`config.mk`:
```
export PLATFORM = sky130hd
export DESIGN_NAME = prefix_subtractor_pipe_flat
export DESIGN_NICKNAME = d
export VERILOG_FILES = /design/src/rtl/prefix_subtractor_pipe_pkg.sv /design/src/rtl/prefix_subtractor_pipe_if.sv /design/src/rtl/prefix_subtractor_pipe_black_cell.sv /design/src/rtl/prefix_subtractor_pipe.sv /design/src/flat_wrapper.sv
export SDC_FILE = /design/constraint.sdc
export NUM_CORES = 1
export LEC_CHECK = 0
export CORE_MARGIN = 2
export CORE_UTILIZATION = 54
export DETAILED_ROUTE_END_ITERATION = 8
export GPL_TIMING_DRIVEN = 0
export PLACE_DENSITY = 0.88
export SETUP_SLACK_MARGIN = 0.05
export SKIP_CTS_REPAIR_TIMING = 1
export SYNTH_ARGS = -nofsm -noshare
export SYNTH_HDL_FRONTEND = slang
export SYNTH_SLANG_ARGS = --single-unit
```
`constraint.sdc`:
```
create_clock -name clk -period 2.8 [get_ports clk]
set_input_delay 0.56 -clock clk [delete_from_list [all_inputs] [get_ports clk]]
set_output_delay 0.56 -clock clk [all_outputs]
set_load 0.05 [all_outputs]
```
`src/rtl/prefix_subtractor_pipe_pkg.sv`:
```
// Shared types and helpers for the prefix subtractor pipeline.
package sub_pkg;
  localparam int DEFAULT_W = 6;

  typedef struct packed {
    logic g;
    logic p;
  } gp_t;

  function automatic int prefix_levels(input int w);
    return $clog2(w);
  endfunction
endpackage

```
`src/rtl/prefix_subtractor_pipe_if.sv`:
```
// Operand/result valid-ready bus for the prefix subtractor.
interface prefix_subtractor_pipe_if
  import sub_pkg::*;
#(
  parameter int W = DEFAULT_W
);
  logic         in_valid;
  logic         in_ready;
  logic [W-1:0] X;
  logic [W-1:0] Y;
  logic         out_valid;
  logic         out_ready;
  logic [W-1:0] D;
  logic         bout;
  logic         ovf;

  modport master (
    output in_valid, X, Y, out_ready,
    input  in_ready, out_valid, D, bout, ovf
  );

  modport slave (
    input  in_valid, X, Y, out_ready,
    output in_ready, out_valid, D, bout, ovf
  );
endinterface

```
`src/rtl/prefix_subtractor_pipe_black_cell.sv`:
```
// Kogge-Stone black cell: merges a high (g,p) span with the adjacent low span.
module prefix_black_cell (
  input  logic g_hi,
  input  logic p_hi,
  input  logic g_lo,
  input  logic p_lo,
  output logic g,
  output logic p
);
  assign g = g_hi | (p_hi & g_lo);
  assign p = p_hi & p_lo;
endmodule

```
`src/rtl/prefix_subtractor_pipe.sv`:
```
// Two-stage X - Y subtractor: stage 1 registers g/p/h of X + ~Y + 1,
// stage 2 runs the prefix tree and registers D, borrow and overflow.
module prefix_subtractor_pipe
  import sub_pkg::*;
#(
  parameter int W = DEFAULT_W
) (
  input logic                     clk,
  input logic                     rst,
  prefix_subtractor_pipe_if.slave bus
);
  localparam int L = prefix_levels(W);

  logic adv1, adv2;
  logic s1_valid, s2_valid;

  assign adv2         = ~s2_valid | bus.out_ready;
  assign adv1         = ~s1_valid | adv2;
  assign bus.in_ready = adv1;

  // Stage 1: bitwise generate/propagate/half-sum against inverted Y
  logic [W-1:0] y_n;
  gp_t  [W-1:0] in_gp;

  assign y_n = ~bus.Y;

  always_comb begin
    for (int i = 0; i < W; i++) begin
      in_gp[i].g = bus.X[i] & y_n[i];
      in_gp[i].p = bus.X[i] | y_n[i];
    end
    // carry-in of 1 folds into bit 0: it generates whenever it propagates
    in_gp[0].g = in_gp[0].p;
  end

  gp_t  [W-1:0] s1_gp;
  logic [W-1:0] s1_h;
  logic         s1_sx, s1_sy;

  always_ff @(posedge clk or posedge rst) begin
    if (rst)       s1_valid <= 1'b0;
    else if (adv1) s1_valid <= bus.in_valid;
  end

  always_ff @(posedge clk) begin
    if (adv1 && bus.in_valid) begin
      s1_gp <= in_gp;
      s1_h  <= bus.X ^ y_n;
      s1_sx <= bus.X[W-1];
      s1_sy <= bus.Y[W-1];
    end
  end

  // Stage 2: log2(W)-level Kogge-Stone prefix tree
  for (genvar l = 0; l < L; l++) begin : lvl
    gp_t [W-1:0] prv;
    gp_t [W-1:0] nxt;
    if (l == 0) begin : g_first
      assign prv = s1_gp;
    end else begin : g_chain
      assign prv = lvl[l-1].nxt;
    end
    for (genvar i = 0; i < W; i++) begin : bit_g
      if (i >= (1 << l)) begin : g_blk
        prefix_black_cell u_cell (
          .g_hi(prv[i].g),
          .p_hi(prv[i].p),
          .g_lo(prv[i-(1<<l)].g),
          .p_lo(prv[i-(1<<l)].p),
          .g   (nxt[i].g),
          .p   (nxt[i].p)
        );
      end else begin : g_pass
        assign nxt[i] = prv[i];
      end
    end
  end

  gp_t  [W-1:0] gp_fin;
  logic [W-1:0] g_pre;
  logic [W-1:0] p_fin;
  logic [W:0]   c;
  logic [W-1:0] d_nx;
  logic         unused_p;

  assign gp_fin = lvl[L-1].nxt;

  always_comb begin
    for (int i = 0; i < W; i++) begin
      g_pre[i] = gp_fin[i].g;
      p_fin[i] = gp_fin[i].p;
    end
  end

  assign unused_p = ^p_fin;
  assign c        = {g_pre, 1'b1};
  assign d_nx     = s1_h ^ c[W-1:0];

  logic [W-1:0] d_q;
  logic         bout_q, ovf_q;

  always_ff @(posedge clk or posedge rst) begin
    if (rst) begin
      s2_valid <= 1'b0;
      d_q      <= '0;
      bout_q   <= 1'b0;
      ovf_q    <= 1'b0;
    end else if (adv2) begin
      s2_valid <= s1_valid;
      if (s1_valid) begin
        d_q    <= d_nx;
        bout_q <= ~c[W];
        ovf_q  <= (s1_sx ^ s1_sy) & (d_nx[W-1] ^ s1_sx);
      end
    end
  end

  assign bus.out_valid = s2_valid;
  assign bus.D         = d_q;
  assign bus.bout      = bout_q;
  assign bus.ovf       = ovf_q;
endmodule

```
`src/flat_wrapper.sv`:
```
// flat-port wrapper written by rule: the top's interface ports become plain ports
module prefix_subtractor_pipe_flat import sub_pkg::*;
#(
  parameter int W = DEFAULT_W
)
  (clk, rst, bus_in_valid, bus_X, bus_Y, bus_out_ready, bus_in_ready, bus_out_valid, bus_D, bus_bout, bus_ovf);
  prefix_subtractor_pipe_if #(.W(W)) bus_i ();
  input logic clk;
  input logic rst;
  input wire logic [$bits(bus_i.in_valid)-1:0] bus_in_valid;
  input wire logic [$bits(bus_i.X)-1:0] bus_X;
  input wire logic [$bits(bus_i.Y)-1:0] bus_Y;
  input wire logic [$bits(bus_i.out_ready)-1:0] bus_out_ready;
  output wire logic [$bits(bus_i.in_ready)-1:0] bus_in_ready;
  output wire logic [$bits(bus_i.out_valid)-1:0] bus_out_valid;
  output wire logic [$bits(bus_i.D)-1:0] bus_D;
  output wire logic [$bits(bus_i.bout)-1:0] bus_bout;
  output wire logic [$bits(bus_i.ovf)-1:0] bus_ovf;
  assign bus_i.in_valid = bus_in_valid;
  assign bus_i.X = bus_X;
  assign bus_i.Y = bus_Y;
  assign bus_i.out_ready = bus_out_ready;
  assign bus_in_ready = bus_i.in_ready;
  assign bus_out_valid = bus_i.out_valid;
  assign bus_D = bus_i.D;
  assign bus_bout = bus_i.bout;
  assign bus_ovf = bus_i.ovf;
  prefix_subtractor_pipe #(.W(W)) u_core (.clk(clk), .rst(rst), .bus(bus_i));
endmodule
```
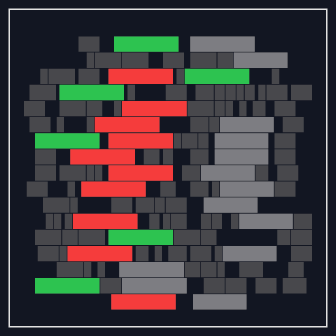
**Above:** run 1 (sequential cells grouped by signal name).
Other sequential cells in the stronger gray, the rest of the logic in the fainter gray.
| color | name in the netlist | placed flops |
|---|---|---|
| red | u_core.lvl.prv | 10 |
| green | u_core.s1_h | 6 |
not colored: 13
fin util: 73.3%
storage element area: 821 um^2
sequential power: 0.534 mW
Seq/total area: 49.7%

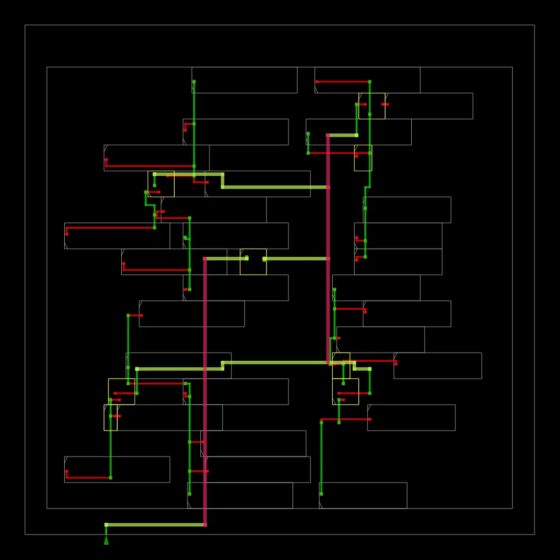
**Above:** run 1 (the clock network).
flip-flops: 29
Clock Latency Late Sink: 330 ps
number of clock buffers in the layout: 6
TritonCTS buffer count: 5

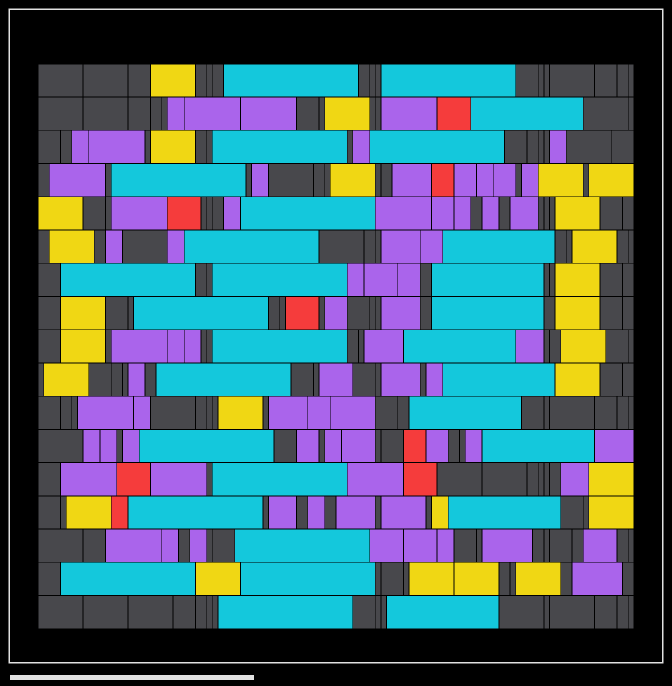
**Above:** run 1 (cell classes on the final placement).
The bar under the picture is 20 um long. Fill, decap, tap and diode cells in gray.
| color | class | cells | share of their area |
|---|---|---|---|
| yellow | other buffers and delay cells | 26 | 16% |
| cyan | flip-flops | 29 | 51% |
| red | clock drivers and dummy loads | 8 | 3.2% |
| purple | all other logic | 71 | 30% |
post-route cell area: 1650 um^2
Rows: 17

run 1: placed cells by master, fill, tap and decap left out, types with 2 or more instances in the layout:
cell              n
xnor2_1           3
nor2_1            2
ha_1             11
clkdlybuf4s50_1  25
nand2_1           6
nand2b_1          2
o21ai_0           4
dfrtp_1          10
clkinv_2          2
clkbuf_4          5
inv_1            19
a21oi_1           3
o21bai_1          2
clkbuf_1          2
o21ai_1           2
or2b_2            2
edfxtp_1         19
run 1: layout make-up:
type	count	area, um^2
clock buffers	6	41.3
plain buffers	1	3.75
repair buffers	25	250
well taps	28	35.0
fillers	164	602
multi-input cells	52	420
flip-flops and latches	29	821
clock inverters	2	10.0
inverters	19	71.3
==> results.tsv, run 1 <==
stage	metric	value	unit
grt	first-pass GRT wire length	3330	um
worst_setup_path	crit path capture	bus_in_ready	
grt	grt met3 use	8.47	%
floorplan	die area	2850	um^2
synth	ao+oa area frac	7.41	%
min_path	WHS Endpoint	u_core.bus.bout	
worst_setup_path	Critical Path Most Common Cell	clkdlybuf4s50_1	
cells_and_area	Ant. Diodes	0	
cts	Clock Tree Root	clkbuf_4	
power	VDD IR-drop max	0.428	mV
timing	pin slew with the least headroom to its limit	799	ps
synth	largest area contributor in the netlist	edfxtp_1	
timing	RSZ-0062 raised after global routing	false	
power	total power	1.02	mW
routing	Post-route DRC	0	
worst_setup_path	CP Buf/Inv Count	2	
routing	DR WL met3	131	um
worst_setup_path	critical path peak fanout	3	
power	Switching Fraction	31.4	%
worst_setup_path	reg2reg setup slack	1130	ps
timing	Rel. slew slack	46.7	%
synth	Yosys Instances	101	
min_path	worst hold path type	flip-flop to flip-flop	
worst_setup_path	critical path launch point type	input port	
worst_setup_path	Slowest-stage cell, CP	clkdlybuf4s50_1	
worst_setup_path	CP delay by family, top	buffers and inverters	
floorplan	FP Core Util	58.4	%
synth	Commonest flop	edfxtp_1	
grt	initial antenna violation count	0	
routing	met2 routed WL	1110	um
min_path	HP Start	u_core.lvl[0].prv[11]	
cells_and_area	final net count	160	
cells_and_area	Syn-to-layout area delta	25.6	%
grt	total global routing track utilization	18.0	%
synth	Logic family by area	simple AND/OR/NAND/NOR gates	
power	switching pwr	0.321	mW
cts	# clock sinks	29	
grt	largest net degree at the start of global routing	20	
worst_setup_path	Critical Path Stages	3	
status	outcome	finished, final reports clean	
timing	Final Slew Violations	0	
grt	met1 Use GR	16.2	%
worst_setup_path	worst r2r dst	u_core.bus.ovf	
synth	Cell area leaders	edfxtp_1, dfrtp_1, ha_1, inv_1, xnor2_1	
timing	setup tns final	0	ps
routing	initial detailed-routing violation count	7	
power	Flop pwr share	52.3	%
worst_setup_path	Worst R2R Start	u_core.c[1]	
cells_and_area	final non-filler cell total	162	
==> run 2, diff against run 1 <==
- PLACE_DENSITY: 0.88 -> 0.9
==> run 2 against run 1 <==
Wire length rose by 7.5%. Register-to-register slack improved by 40 ps. Clock power rose by 35%. Maximum frequency rose by 1.4%. Worst setup slack improved by 36 ps. Global-route usage rose by 1.1 points. Count of clock-buffer cells in the layout did not move. Critical path depth did not move. Via count rose by 1.9%. Clock skew fell by 4.6 ps. Critical endpoint unchanged. Largest power group unchanged.
==> results.tsv, run 2 <==
stage	metric	value	unit	change
cells_and_area	Seq/total area	49.0	%	-0.70 points
cells_and_area	Area-dominant class	registers		
worst_setup_path	Worst R2R Start	u_core.s1_valid		
worst_setup_path	worst r2r dst	u_core.lvl[0].prv[9]		
timing	RSZ-0062 raised after global routing	false		
floorplan	FP Core Util	58.4	%	unchanged
grt	total global routing track utilization	19.1	%	+1.1 points
cells_and_area	post-route cell area	1680	um^2	+1.4%
cells_and_area	fin util	74.4	%	+1.1 points
cells_and_area	final-layout non-clock buffer area share	15.1	%	-0.22 points
min_path	HP Start	u_core.s1_h[0]		
power	VDD IR-drop max	0.452	mV	+5.6%
cells_and_area	inverter count	19		unchanged
timing	Rel. slew slack	43.8	%	-3.0 points
synth	#FFs+latches synth	29		
timing	setup tns final	0	ps	unchanged
grt	initial antenna violation count	0		unchanged
timing	pin slew with the least headroom to its limit	844	ps	+44.3 ps
cells_and_area	Multi-In Gates	52		unchanged
timing	Final Slew Violations	0		unchanged
routing	DR pass1 iterations	2		
synth	Yosys Instances	101		unchanged
synth	ao+oa area frac	7.41	%	unchanged
cts	Clock Tree Root	clkbuf_4		
grt	largest net degree at the start of global routing	20		unchanged
synth	Logic family by area	simple AND/OR/NAND/NOR gates		
status	outcome	finished, final reports clean		
floorplan	Tap Cells	28		unchanged
floorplan	die area	2850	um^2	unchanged
synth	Cell area leaders	edfxtp_1, dfrtp_1, ha_1, inv_1, xnor2_1		
cells_and_area	final net count	160		unchanged
cells_and_area	filler instances	170		+3.7%
worst_setup_path	critical path launch point type	input port		
min_path	WHS Endpoint	u_core.bus.D[0]		
cts	TritonCTS buffer count	5		unchanged
cells_and_area	Plain + repair buffers	26		unchanged
routing	Post-route DRC	0		unchanged
cells_and_area	Top cells excl fill/tap	clkdlybuf4s50_1, inv_1, edfxtp_1		
routing	initial detailed-routing violation count	2		-5
synth	Commonest flop	edfxtp_1		
cells_and_area	number of clock buffers in the layout	6		unchanged
cells_and_area	Syn-to-layout area delta	27.4	%	
power	total power	1.11	mW	+8.3%
synth	largest area contributor in the netlist	edfxtp_1		
cells_and_area	multi-input logic area	420	um^2	unchanged
cells_and_area	clock network share of area	4.48	%	+1.4 points
run 2: cell counts after synthesis:
Identical to the previous run, type by type.
run 2: worst max-delay path: stages:
cell and delay [ps]:
clkdlybuf4s50_1 460, nand3b_1 140, clkdlybuf4s50_1 810
run 2: metal layers:
metal | GRT usage [%] | vias to the layer above | share of wire (%)
li1 | - | 407 | -
met1 | 18.4 | 391 | 34
met2 | 32.7 | 28 | 55
met3 | 6.21 | 13 | 5.8
met4 | 15.4 | 0 | 4.7
met5 | 0 | - | 0
run 2: report_power, final:
part	switching [mW]	total, mW	internal, mW
logic	0.158	0.256	0.0973
clock network	0.131	0.317	0.186
registers	0.0248	0.533	0.508
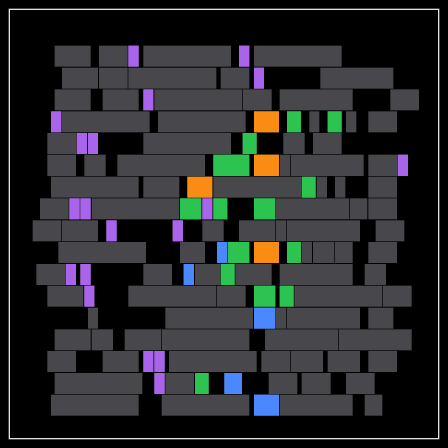
**Above:** run 2 (gate-type map).
| color | family | cells |
|---|---|---|
| blue | NOR gates | 5 |
| green | inverting AOI/OAI gates | 14 |
| purple | inverters | 19 |
| orange | XOR/XNOR gates | 4 |
most instantiated logic cell after routing: clkdlybuf4s50_1
combinational share of cell area: 25.1%
final non-filler cell total: 162

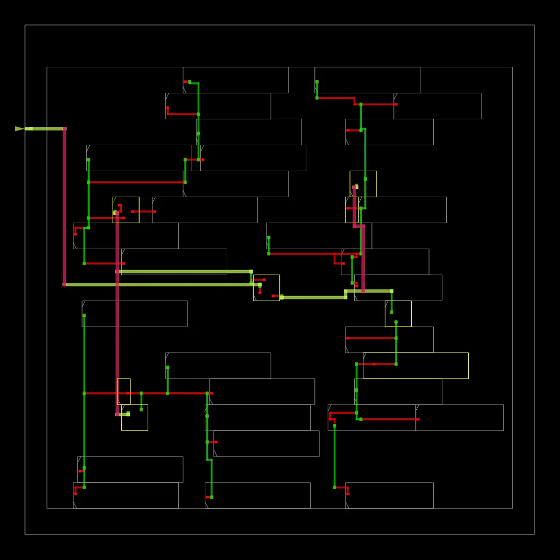
**Above:** run 2 (the clock network).
Power Clock: 0.317 mW
final clock skew: 5.44 ps
Clock Latency Late Sink: 310 ps
# clock sinks: 29

==> run 3, diff against run 2 <==
- CAP_MARGIN: unset -> 20
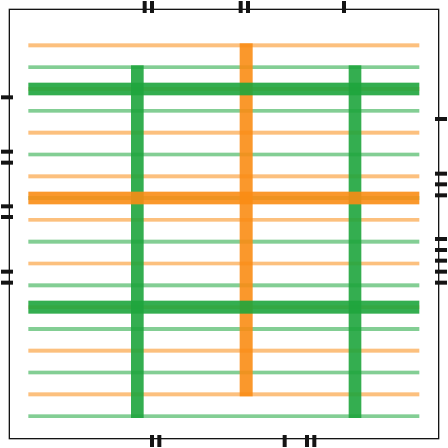
**Above:** run 3 (floorplan with the power grid).
Pins as bars on the die edge.
| color | net |
|---|---|
| orange | VDD |
| green | VSS |
rows: 17
met1 rails: 18
Die Ht: 53.4 um
die outline width: 53.4 um

==> run 3 against run 2 <==
Power unchanged. Register-to-register slack about the same. Sequential power about the same. Critical path depth unchanged. Via count unchanged. Critical path type unchanged.
==> results.tsv, run 3 <==
stage	metric	value	unit	change
cells_and_area	Multi-In Gates	52		unchanged
routing	Post-route DRC	0		unchanged
routing	Met1 Wirelength	750	um	unchanged
worst_setup_path	Critical Path, Cell by Cell	clkdlybuf4s50_1 > nand3b_1 > clkdlybuf4s50_1		
min_path	HP Start	u_core.s1_h[0]		
cells_and_area	final-layout non-clock buffer area share	15.1	%	unchanged
worst_setup_path	CP Buf/Inv Count	2		unchanged
synth	Yosys Instances	101		unchanged
cells_and_area	clock network share of area	4.48	%	unchanged
cells_and_area	inverter count	19		unchanged
routing	initial detailed-routing violation count	2		unchanged
worst_setup_path	critical path launch point type	input port		
worst_setup_path	Critical Path Most Common Cell	clkdlybuf4s50_1		
cells_and_area	Area-dominant class	registers		
timing	pin slew with the least headroom to its limit	844	ps	unchanged
synth	largest area contributor in the netlist	edfxtp_1		
grt	met1 Use GR	18.4	%	unchanged
cells_and_area	final non-filler cell total	162		unchanged
grt	initial antenna violation count	0		unchanged
cells_and_area	Top cells excl fill/tap	clkdlybuf4s50_1, inv_1, edfxtp_1		
status	outcome	finished, final reports clean		
grt	grt peak-use layer	met2		
floorplan	die area	2850	um^2	unchanged
cells_and_area	fin util	74.4	%	unchanged
routing	DR pass1 iterations	2		unchanged
cells_and_area	Plain + repair buffers	26		unchanged
power	VDD IR-drop max	0.452	mV	unchanged
synth	ao+oa area frac	7.41	%	unchanged
timing	setup tns final	0	ps	unchanged
cells_and_area	filler instances	170		unchanged
routing	met2 routed WL	1210	um	unchanged
timing	Rel. slew slack	43.8	%	unchanged
synth	Logic family by area	simple AND/OR/NAND/NOR gates		
cts	TritonCTS buffer count	5		unchanged
cells_and_area	Seq/total area	49.0	%	unchanged
cts	Clock Latency Late Sink	310	ps	about the same
grt	total global routing track utilization	19.1	%	unchanged
worst_setup_path	Worst R2R Start	u_core.s1_valid		
power	total power	1.11	mW	unchanged
timing	final clock skew	5.44	ps	unchanged
synth	Commonest flop	edfxtp_1		
synth	#FFs+latches synth	29		unchanged
cells_and_area	post-route cell area	1680	um^2	unchanged
routing	DR WL met3	126	um	unchanged
synth	Cell area leaders	edfxtp_1, dfrtp_1, ha_1, inv_1, xnor2_1		
cts	# clock sinks	29		unchanged
cells_and_area	most instantiated logic cell after routing	clkdlybuf4s50_1		
grt	grt met3 use	6.21	%	unchanged
cells_and_area	combinational share of cell area	25.1	%	unchanged
min_path	WHS Endpoint	u_core.bus.D[0]		
worst_setup_path	Slowest-stage cell, CP	clkdlybuf4s50_1		
grt	largest net degree at the start of global routing	20		unchanged
floorplan	FP Core Util	58.4	%	unchanged
routing	top routing layer used	met4		
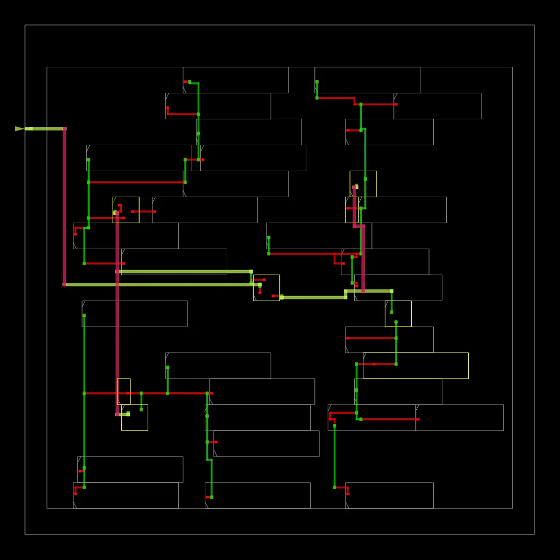
**Above:** run 3 (the clock network).

run 3: cell counts in the layout (fill, tap and decap cells not counted):
No cell type changed its count.
run 3: report_power, final:
part	leakage, nW	switching [mW]	internal (mW)
Sequential	0.299	0.0248	0.508
Clock	0.0399	0.131	0.186
Combinational	0.373	0.158	0.0973
Total	0.713	0.315	0.791
run 3: worst max path at each step:
stage	start	slack, ps	to	cells past startpoint
final	bus_out_ready	260	bus_in_ready	3
after global routing	bus_out_ready	230	bus_in_ready	3
after CTS	bus_out_ready	260	bus_in_ready	3
after detailed placement	bus_out_ready	260	bus_in_ready	3
after global placement	bus_out_ready	270	bus_in_ready	3
after floorplan	u_core.bus.out_valid	730	u_core.c[1]	2
Power figures rest on the tool's default switching activity, not on a simulated workload.
